## config.mk

```make
export PLATFORM = sky130hd
export DESIGN_NAME = serial_min
export DESIGN_NICKNAME = d
export VERILOG_FILES = /design/src/rtl/serial_min.sv
export SDC_FILE = /design/constraint.sdc
export NUM_CORES = 1
export LEC_CHECK = 0
export ABC_CLOCK_PERIOD_IN_PS = 2000
export CORE_UTILIZATION = 30
export DETAILED_ROUTE_END_ITERATION = 10
export PLACE_DENSITY = 0.55
export SYNTH_ARGS = -nofsm -noshare
export SYNTH_HDL_FRONTEND = slang
export SYNTH_SLANG_ARGS = --single-unit
```

## constraint.sdc

```tcl
create_clock -name clk -period 2 [get_ports clk]
set_input_delay 0.4 -clock clk [delete_from_list [all_inputs] [get_ports clk]]
set_output_delay 0.4 -clock clk [all_outputs]
set_load 0.01 [all_outputs]
```

## src/rtl/serial_min.sv

```systemverilog
// rtl/serial_min.sv - bit-serial unsigned minimum selector, MSB first
//
// Loads two W-bit unsigned operands on an accepted start and compares them
// one bit per clock, most significant bit first. After W compare cycles it
// presents the smaller operand with a one-cycle done pulse. Equal operands
// give min_value = 0 with equal = 1, so a real tie can be told apart from a
// minimum that happens to be zero.
//
// Ports:
//   clk        system clock, rising edge
//   rst        asynchronous active-high reset
//   start      compare request, honoured only in IDLE or DONE
//   x, y       unsigned operands, captured on accepted start
//   busy       high during the W compare cycles
//   done       one-cycle pulse, result valid
//   min_value  smaller operand, or 0 on a tie (held until next DONE/reset)
//   equal      captured operands were equal (held until next DONE/reset)

module serial_min #(
    parameter int W  = 4,
    parameter int CW = 3
) (
    input  logic         clk,
    input  logic         rst,
    input  logic         start,
    input  logic [W-1:0] x,
    input  logic [W-1:0] y,
    output logic         busy,
    output logic         done,
    output logic [W-1:0] min_value,
    output logic         equal
);

    typedef enum logic [1:0] {
        IDLE    = 2'd0,
        COMPARE = 2'd1,
        DONE    = 2'd2
    } state_t;

    typedef enum logic [1:0] {
        UNDECIDED = 2'd0,
        X_LESS    = 2'd1,
        Y_LESS    = 2'd2
    } decision_t;

    state_t        state;
    decision_t     decision;
    decision_t     decision_next;
    logic [W-1:0]  sx;
    logic [W-1:0]  sy;
    logic [W-1:0]  hx;
    logic [W-1:0]  hy;
    logic [CW-1:0] cnt;

    // The first differing bit, scanning from the MSB, settles the outcome;
    // later bits are irrelevant so the decision is frozen once set.
    always_comb begin
        decision_next = decision;
        if (decision == UNDECIDED && sx[W-1] != sy[W-1]) begin
            decision_next = sx[W-1] ? Y_LESS : X_LESS;
        end
    end

    always_ff @(posedge clk or posedge rst) begin
        if (rst) begin
            state     <= IDLE;
            decision  <= UNDECIDED;
            sx        <= '0;
            sy        <= '0;
            hx        <= '0;
            hy        <= '0;
            cnt       <= '0;
            busy      <= 1'b0;
            done      <= 1'b0;
            min_value <= '0;
            equal     <= 1'b0;
        end else begin
            case (state)
                IDLE, DONE: begin
                    done <= 1'b0;
                    if (start) begin
                        sx       <= x;
                        sy       <= y;
                        hx       <= x;
                        hy       <= y;
                        cnt      <= CW'(W - 1);
                        decision <= UNDECIDED;
                        busy     <= 1'b1;
                        state    <= COMPARE;
                    end else begin
                        busy  <= 1'b0;
                        state <= IDLE;
                    end
                end

                COMPARE: begin
                    decision <= decision_next;
                    sx       <= sx << 1;
                    sy       <= sy << 1;
                    cnt      <= cnt - 1'b1;
                    if (cnt == '0) begin
                        // Last bit examined: publish using the decision that
                        // includes this cycle's bit pair.
                        state <= DONE;
                        busy  <= 1'b0;
                        done  <= 1'b1;
                        equal <= (decision_next == UNDECIDED);
                        case (decision_next)
                            X_LESS:  min_value <= hx;
                            Y_LESS:  min_value <= hy;
                            default: min_value <= '0;
                        endcase
                    end
                end

                default: begin
                    state <= IDLE;
                    busy  <= 1'b0;
                    done  <= 1'b0;
                end
            endcase
        end
    end

endmodule
```

Clock routing:
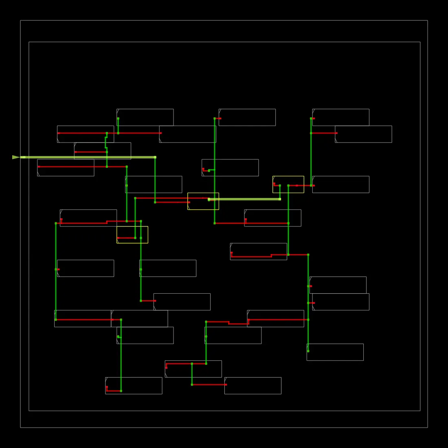
clock-net power: 0.299 mW
layout sequential cell count: 28
Num CTS Buffers: 3
clock latency of the later-clocked register in the worst-skew pair: 0.27 ns

Cells by drive strength:
Scale: 4 px per micron.
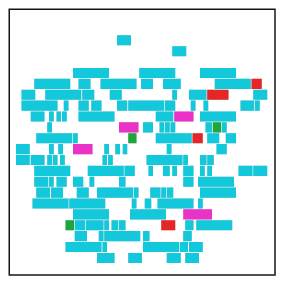
- green: _2 cells (cells 3)
- magenta: _6 and larger (cells 4)
- cyan: _0 and _1 cells (cells 124)
- red: _3 and _4 cells (cells 4)

Placement by cell class:
Scale: 8 px per micron.
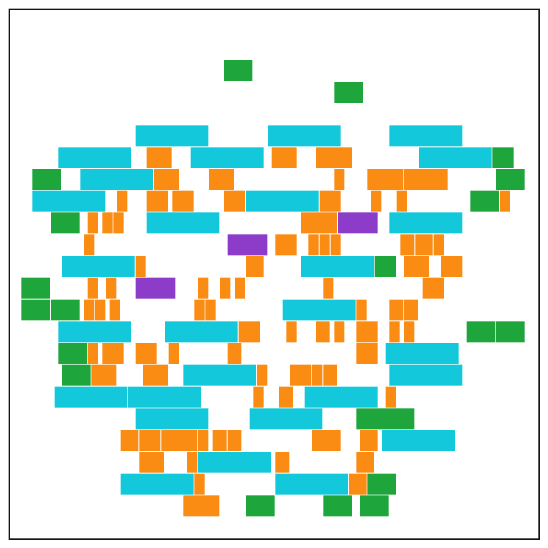
- green: remaining buffers and delay cells (cells 20; share of their area 14%)
- cyan: sequential cells (cells 28; share of their area 49%)
- orange: combinational and other logic (cells 84; share of their area 34%)
- purple: clock drivers (cells 3; share of their area 2.9%)
placeable core area: 3800 sq um
Seq area share: 0.466
final core utilization: 0.396
total number of placement rows: 22
post-route design area: 1500 sq um

==> PnR_summary.wiki <==
== Flow metrics ==
{| class="wikitable"
! Metric !! Value
|-
| Final weighted congestion in routability-driven placement || between 0.7 and 0.8
|-
| Global route overflow || 0
|-
| Routed WL || ~2500 microns
|-
| Y dimension of the die || roughly 66 microns
|-
| Synth unique cells || 25
|-
| Combinational gate area || about 470 sq um
|-
| Peak supply drop || ~0.51 mV
|-
| Yosys top cell area share || 0.569
|-
| End of the worst register-to-register path || min_value[0]$_DFFE_PP0P_
|-
| Register clock-pin slew on the reported worst setup and hold paths || roughly 0.090 ns
|-
| Hold bufs inserted after CTS || 0
|-
| Tightest Pin Transition || 0.354 ns
|-
| Data arrival time of the critical path || approximately 1.2 ns
|-
| Number of search-and-repair iterations in the first detailed-routing pass || 5
|-
| Area Growth Syn to Fin || 22.2%
|-
| Number of ports placed on the die boundary || 18
|-
| Status || finished, final reports clean
|-
| Sum of negative setup slack || 0 ns
|-
| Initial detailed-routing violation count || 24
|-
| Buffer depth of the longest clock path || 2
|-
| Antenna Violating Nets Remaining || 0
|-
| Cells along the critical path || clkdlybuf4s50_1
|-
| Setup fix buffers added after clock tree synthesis || 0
|-
| RSZ-0062 raised after global routing || no
|-
| Post-synth seq share || 0.569
|-
| Largest net degree at the start of global routing || 29
|-
| Summed standard-cell area reported by yosys || 1230 sq um
|-
| Reg2reg path depth || 5
|-
| Post-synthesis instance area || 1230 sq um
|-
| Fraction of final layout cells with drive strength greater than 1 || 0.0815
|-
| Initial antenna violation count || 0
|-
| Placed Instance Area || about 1500 sq um
|-
| Count of warnings emitted by yosys || 0
|-
| Total of cells resized after clock tree synthesis || 0
|-
| Post-route DRC violation count || 0
|-
| Critical path launch point type || register
|-
| Leakage Power || 0.725 nW
|-
| Number of register bits inferred by synthesis || 28
|-
| Post-Place Setup Slack || approximately 0.35 ns
|-
| Min Clock Period, post-route || 1.63 ns
|-
| Final-layout fill cell count || 388
|-
| OpenROAD warnings || 28
|-
| Library cell contributing the largest single delay on the critical path || clkdlybuf4s50_1
|}
-- cell usage in the layout, fill, tap and decap left out, types with 2 or more instances in the layout --
| cell | instances |
|---|---|
| nand3_1 | 6 |
| inv_1 | 7 |
| nand2_1 | 30 |
| nor3b_1 | 2 |
| a22o_1 | 3 |
| clkdlybuf4s50_1 | 17 |
| buf_4 | 2 |
| nand2b_1 | 2 |
| nor2_1 | 2 |
| ha_1 | 5 |
| clkbuf_8 | 3 |
| dfrtp_1 | 28 |
| a22oi_1 | 11 |
| o2bb2ai_1 | 5 |
-- layer usage --
| metal | up-vias | global-route usage | part of all wire |
|---|---|---|---|
| met4 | 0 | 0.0160 | 0 |
| met5 | - | 0 | 0 |
| li1 | 433 | - | - |
| met2 | 14 | 0.216 | 0.46 |
| met1 | 429 | 0.171 | 0.51 |
| met3 | 0 | 0.0310 | 0.032 |
-- synthesized netlist by cell type --
cell type  instances
o21ai_1            1
nor3b_1            2
mux2_4             1
ha_1               5
buf_2              3
and2b_4            1
nand2_2            1
nand2b_1           2
nand2_1           30
nand3b_1           1
nor2_2             1
nor3_1             1
o21ai_0            1
or2_2              1
inv_1              7
nor2_1             2
nor2b_1            1
a22o_1             3
nand3_1            6
buf_4              2
dfrtp_1           28
o2bb2ai_1          5
clkbuf_1           1
a21oi_1            1
a22oi_1           11
-- where the power goes --
group          total (mW)  leakage, nW  switching (mW)  internal (mW)
Combinational       0.940        0.348           0.484          0.456
Sequential          0.961        0.355           0.149          0.812
Clock               0.299       0.0216           0.164          0.135
-- final cells by class --
cell class | count | share of cell area
flip-flops and latches | 28 | 0.466
repair buffers | 20 | 0.136
clock buffers | 3 | 0.0275
well taps | 48 | 0.0399
multi-input cells | 77 | 0.313
inverters | 7 | 0.0175
-- worst min-delay path, cell delays in order --
cell and delay (ns):
clkdlybuf4s50_1 0.39, inv_1 0.05, buf_4 0.33
-- how the worst max path moves through the flow --
stage               cells after the start                        to  slack, ns                 start
floorplan                               5  min_value[1]$_DFFE_PP0P_       0.53     sy[3]$_DFFE_PP0P_
global placement                        5         sy[0]$_DFFE_PP0P_       0.38                 start
detailed placement                      5         sx[0]$_DFFE_PP0P_       0.35                 start
CTS                                     1                      busy       0.36  state[0]$_DFFE_PP0P_
global route                            5  min_value[3]$_DFFE_PP0P_       0.27     sy[3]$_DFFE_PP0P_
finish                                  1                      busy       0.37  state[0]$_DFFE_PP0P_
-- registers in the layout, summed over array words and instances, names as in the netlist --
register / flops
hy: 4
min_value: 4
sy: 4
sx: 4
state: 1
decision: 2
done: 1
equal: 1
cnt: 3
hx: 4
-- stage by stage --
stage                     hold slack (ns)  std cells
after floorplan                     0.445        118
after global placement              0.467        180
after detailed placement            0.469        180
after CTS                           0.487        183
after global routing                0.501        183
final                               0.486        183
-- logic make-up after synthesis --
group / count (synthesis) / share of synthesized area
flip-flops: 28 / 0.569
AND-OR/OR-AND: 22 / 0.136
AND/OR/NAND/NOR: 49 / 0.183
multiplexers: 1 / 0.0122
buffers and inverters: 13 / 0.0488
adder cells (fa/ha/maj): 5 / 0.0508
Power is estimated from default activity; no workload was simulated.
